[config.mk]
export PLATFORM = sky130hd
export DESIGN_NAME = date_counter
export DESIGN_NICKNAME = d
export VERILOG_FILES = /design/src/rtl/date_pkg.sv /design/src/rtl/days_in_month.sv /design/src/rtl/date_counter.sv
export SDC_FILE = /design/constraint.sdc
export NUM_CORES = 1
export LEC_CHECK = 0
export ABC_AREA = 1
export CORE_MARGIN = 3
export CORE_UTILIZATION = 51
export CTS_BUF_LIST = sky130_fd_sc_hd__clkbuf_8
export DETAILED_ROUTE_END_ITERATION = 8
export PLACE_DENSITY = 0.87
export SYNTH_ARGS = -nofsm -noshare
export SYNTH_HDL_FRONTEND = slang
export SYNTH_SLANG_ARGS = --single-unit
[constraint.sdc]
create_clock -name clk -period 2.6 [get_ports clk]
set_input_delay 0.39 -clock clk [delete_from_list [all_inputs] [get_ports clk]]
set_output_delay 0.39 -clock clk [all_outputs]
set_load 0.01 [all_outputs]
[src/rtl/date_pkg.sv]
// Shared types and constants for the calendar stage.
// Define DATE_COUNTER_LEAP_EN to enable Feb 29 in leap years; otherwise February is always 28 days.
package date_pkg;

  typedef logic [3:0] bcd_t;
  typedef logic [2:0] wday_t;

  localparam logic [7:0] JAN = 8'h01;
  localparam logic [7:0] FEB = 8'h02;
  localparam logic [7:0] MAR = 8'h03;
  localparam logic [7:0] APR = 8'h04;
  localparam logic [7:0] MAY = 8'h05;
  localparam logic [7:0] JUN = 8'h06;
  localparam logic [7:0] JUL = 8'h07;
  localparam logic [7:0] AUG = 8'h08;
  localparam logic [7:0] SEP = 8'h09;
  localparam logic [7:0] OCT = 8'h10;
  localparam logic [7:0] NOV = 8'h11;
  localparam logic [7:0] DEC = 8'h12;

  localparam logic [7:0] RESET_DAY   = 8'h01;
  localparam logic [7:0] RESET_MONTH = JAN;

  localparam wday_t WDAY_LAST = 3'd6;

`ifdef DATE_COUNTER_LEAP_EN
  localparam bit LEAP_EN = 1'b1;
`else
  localparam bit LEAP_EN = 1'b0;
`endif

  // Two-digit BCD increment; 99 wraps to 00 (caller detects the wrap).
  function automatic logic [7:0] bcd2_inc(input logic [7:0] v);
    if (v[3:0] == 4'd9) begin
      if (v[7:4] == 4'd9) return 8'h00;
      return {v[7:4] + 4'd1, 4'd0};
    end
    return {v[7:4], v[3:0] + 4'd1};
  endfunction

endpackage

[src/rtl/days_in_month.sv]
// Combinational month length in BCD for a BCD month/year (year taken as 2000..2099).
module days_in_month
  import date_pkg::*;
(
  input  bcd_t month1,
  input  bcd_t month2,
  input  bcd_t year1,
  input  bcd_t year2,
  output bcd_t len1,
  output bcd_t len2
);

  logic       leap;
  logic [7:0] len;

  // Divisibility by 4 of a two-digit BCD year depends only on tens parity and units.
  always_comb begin
    leap = 1'b0;
    if (year1[0]) leap = (year2 == 4'd2) || (year2 == 4'd6);
    else          leap = (year2 == 4'd0) || (year2 == 4'd4) || (year2 == 4'd8);
    leap = leap && LEAP_EN;
  end

  always_comb begin
    len = 8'h31;
    case ({month1, month2})
      FEB:                len = leap ? 8'h29 : 8'h28;
      APR, JUN, SEP, NOV: len = 8'h30;
      default:            len = 8'h31;
    endcase
  end

  assign len1 = len[7:4];
  assign len2 = len[3:0];

endmodule

[src/rtl/date_counter.sv]
// Running BCD date/weekday register: validated load from the setting stage, midnight advance.
// Leap handling follows DATE_COUNTER_LEAP_EN (see date_pkg).
module date_counter
  import date_pkg::*;
#(
  parameter wday_t RESET_WEEKDAY    = 3'd0,
  parameter bcd_t  RESET_YEAR_TENS  = 4'd0,
  parameter bcd_t  RESET_YEAR_UNITS = 4'd0
) (
  input  logic       clk,
  input  logic       rst,
  input  logic       load,
  input  logic       day_tick,
  input  logic [3:0] set_day1,
  input  logic [3:0] set_day2,
  input  logic [3:0] set_month1,
  input  logic [3:0] set_month2,
  input  logic [3:0] set_year1,
  input  logic [3:0] set_year2,
  input  logic [2:0] set_weekday,
  output logic [3:0] day1,
  output logic [3:0] day2,
  output logic [3:0] month1,
  output logic [3:0] month2,
  output logic [3:0] year1,
  output logic [3:0] year2,
  output logic [2:0] weekday,
  output logic       load_err,
  output logic       year_wrap
);

  logic [7:0] day_q, day_d, month_q, month_d, year_q, year_d;
  wday_t      wday_q, wday_d;
  logic       load_err_q, load_err_d, year_wrap_q, year_wrap_d;

  logic       digit_bad, month_bad, day_bad, year_bad, wday_bad;
  logic [7:0] ld_month, ld_year, ld_day, set_day, set_month;
  bcd_t       ld_len1, ld_len2, cur_len1, cur_len2;

  assign set_day   = {set_day1, set_day2};
  assign set_month = {set_month1, set_month2};

  assign digit_bad = (set_day1 > 4'd3) || (set_day2 > 4'd9) ||
                     (set_month1 > 4'd9) || (set_month2 > 4'd9);
  assign month_bad = digit_bad || (set_month == 8'h00) || (set_month > DEC);
  assign ld_month  = month_bad ? JAN : set_month;
  assign ld_year   = {(set_year1 > 4'd9) ? 4'd0 : set_year1,
                      (set_year2 > 4'd9) ? 4'd0 : set_year2};
  assign year_bad  = (set_year1 > 4'd9) || (set_year2 > 4'd9);
  assign wday_bad  = (set_weekday == 3'd7);

  // Load-side length uses the already-corrected month/year so day checks see final values.
  days_in_month u_len_load (
    .month1 (ld_month[7:4]),
    .month2 (ld_month[3:0]),
    .year1  (ld_year[7:4]),
    .year2  (ld_year[3:0]),
    .len1   (ld_len1),
    .len2   (ld_len2)
  );

  days_in_month u_len_cur (
    .month1 (month_q[7:4]),
    .month2 (month_q[3:0]),
    .year1  (year_q[7:4]),
    .year2  (year_q[3:0]),
    .len1   (cur_len1),
    .len2   (cur_len2)
  );

  assign day_bad = digit_bad || (set_day == 8'h00) || (set_day > {ld_len1, ld_len2});
  assign ld_day  = day_bad ? RESET_DAY : set_day;

  always_comb begin
    day_d       = day_q;
    month_d     = month_q;
    year_d      = year_q;
    wday_d      = wday_q;
    load_err_d  = 1'b0;
    year_wrap_d = 1'b0;
    if (load) begin
      day_d      = ld_day;
      month_d    = ld_month;
      year_d     = ld_year;
      wday_d     = wday_bad ? 3'd0 : set_weekday;
      load_err_d = month_bad || day_bad || year_bad || wday_bad;
    end else if (day_tick) begin
      wday_d = (wday_q == WDAY_LAST) ? 3'd0 : wday_q + 3'd1;
      if (day_q < {cur_len1, cur_len2}) begin
        day_d = bcd2_inc(day_q);
      end else begin
        day_d = RESET_DAY;
        if (month_q == DEC) begin
          month_d     = JAN;
          year_d      = bcd2_inc(year_q);
          year_wrap_d = (year_q == 8'h99);
        end else begin
          month_d = bcd2_inc(month_q);
        end
      end
    end
  end

  always_ff @(posedge clk or posedge rst) begin
    if (rst) begin
      day_q       <= RESET_DAY;
      month_q     <= RESET_MONTH;
      year_q      <= {RESET_YEAR_TENS, RESET_YEAR_UNITS};
      wday_q      <= RESET_WEEKDAY;
      load_err_q  <= 1'b0;
      year_wrap_q <= 1'b0;
    end else begin
      day_q       <= day_d;
      month_q     <= month_d;
      year_q      <= year_d;
      wday_q      <= wday_d;
      load_err_q  <= load_err_d;
      year_wrap_q <= year_wrap_d;
    end
  end

  assign day1      = day_q[7:4];
  assign day2      = day_q[3:0];
  assign month1    = month_q[7:4];
  assign month2    = month_q[3:0];
  assign year1     = year_q[7:4];
  assign year2     = year_q[3:0];
  assign weekday   = wday_q;
  assign load_err  = load_err_q;
  assign year_wrap = year_wrap_q;

endmodule

Figure 1. Pin placement (run 1).
Pins as bars across the die edge, other pins in grey.
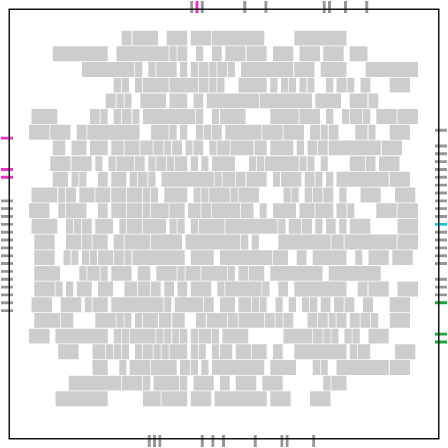
- `weekday`: green (pins 3; direction output; edge east)
- `day_tick`: cyan (pins 1; direction input; edge east)
- `month2`: magenta (pins 4; direction output; edge 3 west, 1 north)
- all pins by edge: 23 east, 18 west, 10 south, 9 north
IO buf count: 59
die height: 74.24 microns

Figure 2. Cell classes on the final placement (run 1).
Fill, decap, tap and diode cells in grey.
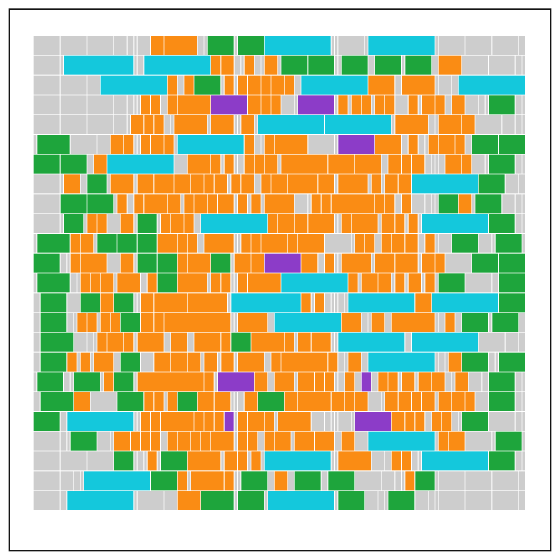
- remaining buffers and delay cells: green (cells 79)
- clock drivers and dummy loads: purple (cells 8)
- remaining logic cells: orange (cells 293)
- registers: cyan (cells 29)

==> out/summary.txt, run 1 <==
worst path required time -> 2.80 ns
Final Hold Viols -> 0
Clock power frac -> 26.5%
Horiz. Die Dim -> 74.24 microns
Bufs and invs on worst path -> 3
placed cell area -> 0.003112 sq mm
M3 GR Usage -> 3.784%
async set-reset flop share out of synthesis -> 100.0%
H-tree depth -> 2
Critical Path Sink -> day_q[0]
Max Cap Viol -> 0
CP max-delay cell -> clkdlybuf4s50_1
remaining antenna violation count -> 0
Post-CTS Setup Bufs -> 2
Int Pwr -> 953.3 uW
final instance area -> 0.003339 sq mm
Final setup violation count -> 0
CTS tree -> built
Post-CTS Hold Fix Bufs -> 0
wl on met1 -> 2.665 mm
CP top delay family -> simple AND/OR/NAND/NOR gates
Max power group -> registers
Fill cells -> 324
drt drc -> 0
largest net degree at the start of global routing -> 30
Setup WS post-layout -> 0.01491 ns
switching share of power -> 33.95%
ys cells -> 328
syn nets -> 373
Ys Warns -> 0
global-route usage over all layers -> 23.15%
GR met1 Demand/Resource -> 29.25%
outcome -> finished, final reports clean
Die Size -> 0.005512 sq mm
R2R setup slack -> 0.40 ns
combinational share of power -> 33.8%
crit-path max FO -> 4
number of OpenROAD warnings -> 32
CTS Buf Count -> 5
Initial Utilization -> 53.80%
Figure 3. Cell outlines without signal wires (run 1).
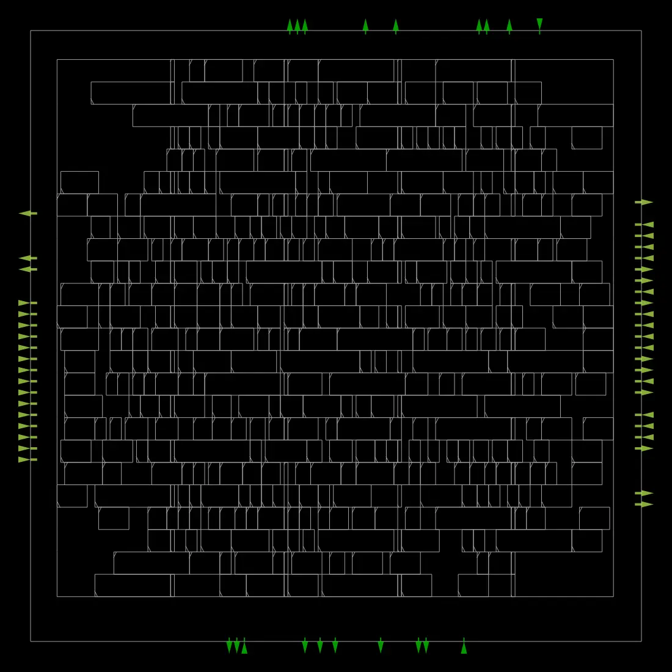
# Taps: 52
Util after Layout: 75.65%
Core Box Area: 0.004414 sq mm
flop count: 29
# rows: 24

Figure 4. Wiring by layer (run 1).
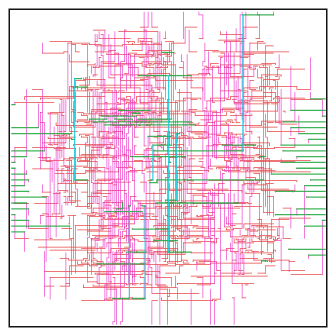
- M4: cyan (wire length 165 microns)
- M2: magenta (wire length 3310 microns)
- M1: red (wire length 2670 microns)
- M3: green (wire length 509 microns)

-- run 1: cell families (layout without fill, tap and decap cells) --
kind of cell,after synthesis,count (layout),share of synthesized area [%]
flip-flops,29,29,30.66
AND/OR/NAND/NOR,170,170,35.83
XOR/XNOR,5,5,1.844
adder cells (fa/ha/maj),14,14,7.376
buffers and inverters,53,134,9.378
AND-OR/OR-AND,57,57,14.91
-- run 1: layout make-up --
class | count | share of cell area, %
multi-input cells | 246 | 45.64
clock buffers | 6 | 2.473
clock inverters | 2 | 0.2248
flip-flops and latches | 29 | 21.81
inverters | 47 | 5.283
repair buffers | 79 | 22.63
well taps | 52 | 1.948
-- run 1: flip-flops by register name, indices dropped and copies added, names as in the netlist --
name,flops
weekday,3
year_wrap,1
load_err,1
year_q,8
day_q,8
month_q,8
Figure 5. Clock wires, drivers and flops (run 1).
The bar under the picture is 20 microns long.
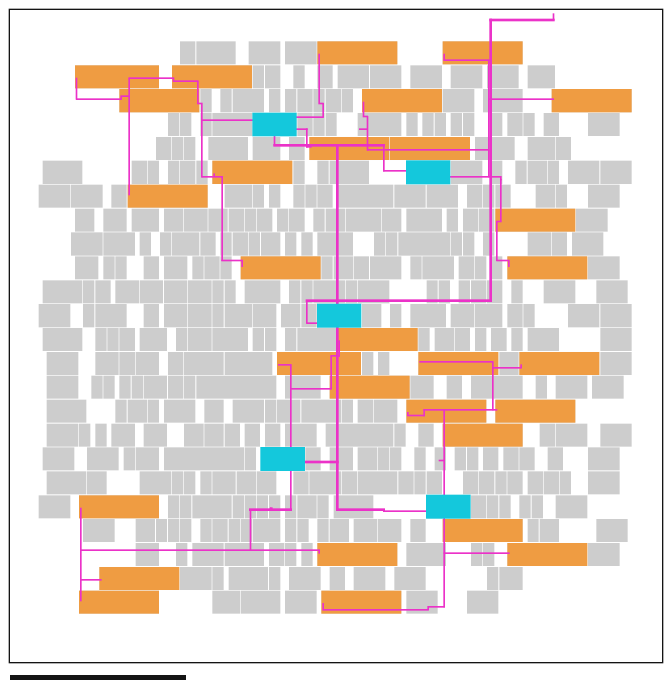

==> inputs of run 2 (changes only) <==
ABC_AREA = not set   (was 1)
CORE_UTILIZATION = 49   (was 51)
CTS_BUF_LIST = not set   (was sky130_fd_sc_hd__clkbuf_8)
PLACE_DENSITY = 0.84   (was 0.87)
Figure 6. Clock wires, drivers and flops (run 2).
The bar under the picture is 20 microns long.
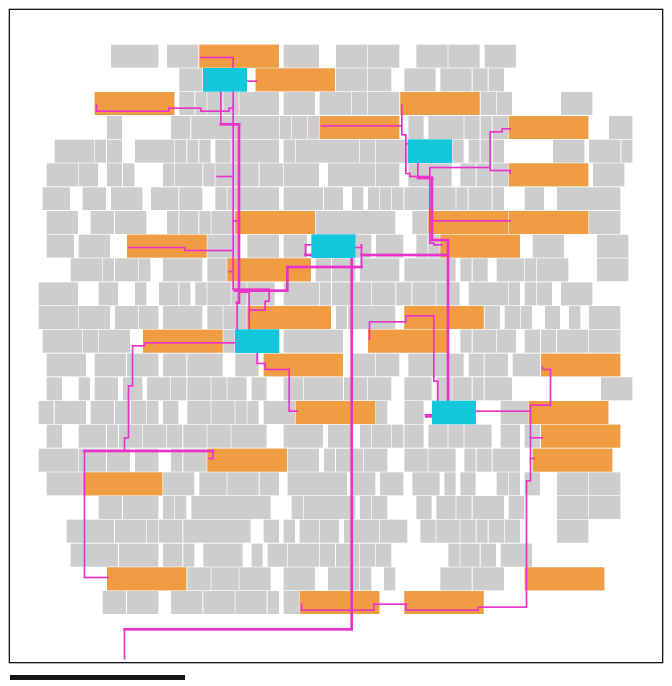
- flip-flops: orange (count 29)
- clock-net drivers: cyan (count 5)
- clock wires: magenta (length 492 microns)
- routed clock nets: 6
- flops lie: widely spread
skew final: 0.007237 ns
Clock power frac: 33.1%
Clk. pwr: 428 uW
Skew-Pair Late Insertion Delay: 0.29 ns

Figure 7. Pin placement (run 2).
Pins as bars across the die edge, other pins in grey.
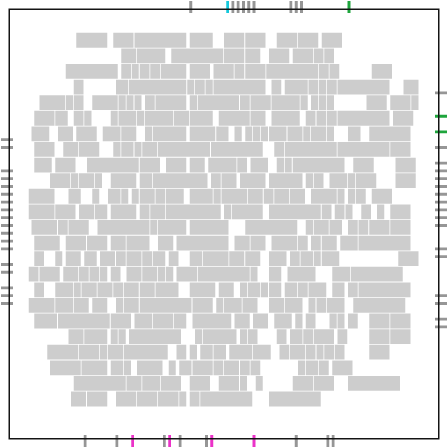
- `day_tick`: cyan (pins 1; direction input; edge north)
- `month2`: magenta (pins 4; direction output; edge south)
- `weekday`: green (pins 3; direction output; edge 2 east, 1 north)
Horiz. Die Dim: 74.64 microns
die height: 74.64 microns

Figure 8. Wiring by layer (run 2).
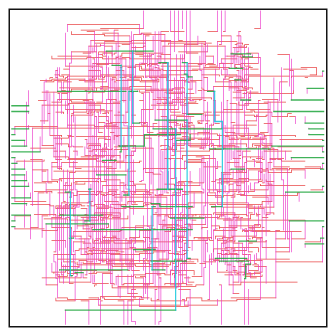
- M4: cyan (wire length 249 microns)
- M1: red (wire length 3060 microns)
- M3: green (wire length 433 microns)
- M2: magenta (wire length 3780 microns)
global-route usage over all layers: 27.37%
post-DR wirelength/cell: 17.42 microns
Vias: 2646
Final Routed Wirelength: 7.525 mm

==> run 2 against run 1 <==
Global-route usage up 4.2 points. Final cell count is 6.3% lower. Register-to-register slack got worse by 0.37 ns. Largest cell class unchanged. Highest routed layer unchanged. Hold slack got worse by 0.0037 ns. Via count up 4.0%. Largest power group unchanged. Count of clock-buffer cells in the layout is 1 higher. Final area rose by 5.0%. Worst setup slack better by 0.013 ns. Non-clock buffer count rose by 22. Fmax increased by 0.52%. First-iteration DRC count is 42% higher. Clock skew is 0.0033 ns higher.
==> out/summary.txt, run 2 <==
number of OpenROAD warnings -> 32 (unchanged)
CTS tree -> built
# Taps -> 52 (unchanged)
largest net degree at the start of global routing -> 36 (+20%)
async set-reset flop share out of synthesis -> 100.0% (unchanged)
outcome -> finished, final reports clean
remaining antenna violation count -> 0 (unchanged)
Dominant comb cell -> simple AND/OR/NAND/NOR gates
Core Box Area -> 0.004444 sq mm (+0.68%)
final instance area -> 0.003507 sq mm (+5.0%)
Max Cap Viol -> 0 (unchanged)
Fill cells -> 284 (-12%)
placed cell area -> 0.003159 sq mm (+1.5%)
AND/OR/NAND/NOR Cells, Area Fraction -> 25.64% (-10 points)
ys cells -> 284 (-13%)
Ys Warns -> 0 (unchanged)
Initial Utilization -> 51.94% (-1.9 points)
Post-CTS Hold Fix Bufs -> 0 (unchanged)
Regs by FF count -> day_q x8, month_q x8, year_q x8
CP max-delay cell -> dfstp_2
ClkCell Share -> 2.890% (+0.19 points)
CTS Buf Count -> 5 (unchanged)
xor/xnor share -> 0.3794% (-1.5 points)
# rows -> 24 (unchanged)
Max power group -> registers
CP top delay family -> AND-OR/OR-AND gates
Inverters -> 22 (-53%)
Layout non-clock buf frac -> 26.36% (+3.7 points)
==> run 2: worst paths after layout <==
| path | to | from | slack, ns |
|---|---|---|---|
| worst max register to register | day_q[5] | month_q[0] | 0.03 |
| worst min register to register | month_q[5] | month_q[5] | 0.56 |
| max in group asynchronous | day_q[0] | rst | 1.79 |
| min in group clk | month_q[0] | set_month2[0] | 0.49 |
| worst max-delay path | day_q[5] | month_q[0] | 0.03 |
| worst min-delay path | year_q[6] | rst | 0.48 |
==> run 2: timing repair <==
item | 4_1_cts | 5_1_grt
hold endpoints to repair | 0 | 0
setup buffers | 11 | 0
resized | 28 | 35
setup endpoints to repair | 7 | 24
pin swaps | 12 | 19
Power is estimated from default activity; no workload was simulated.
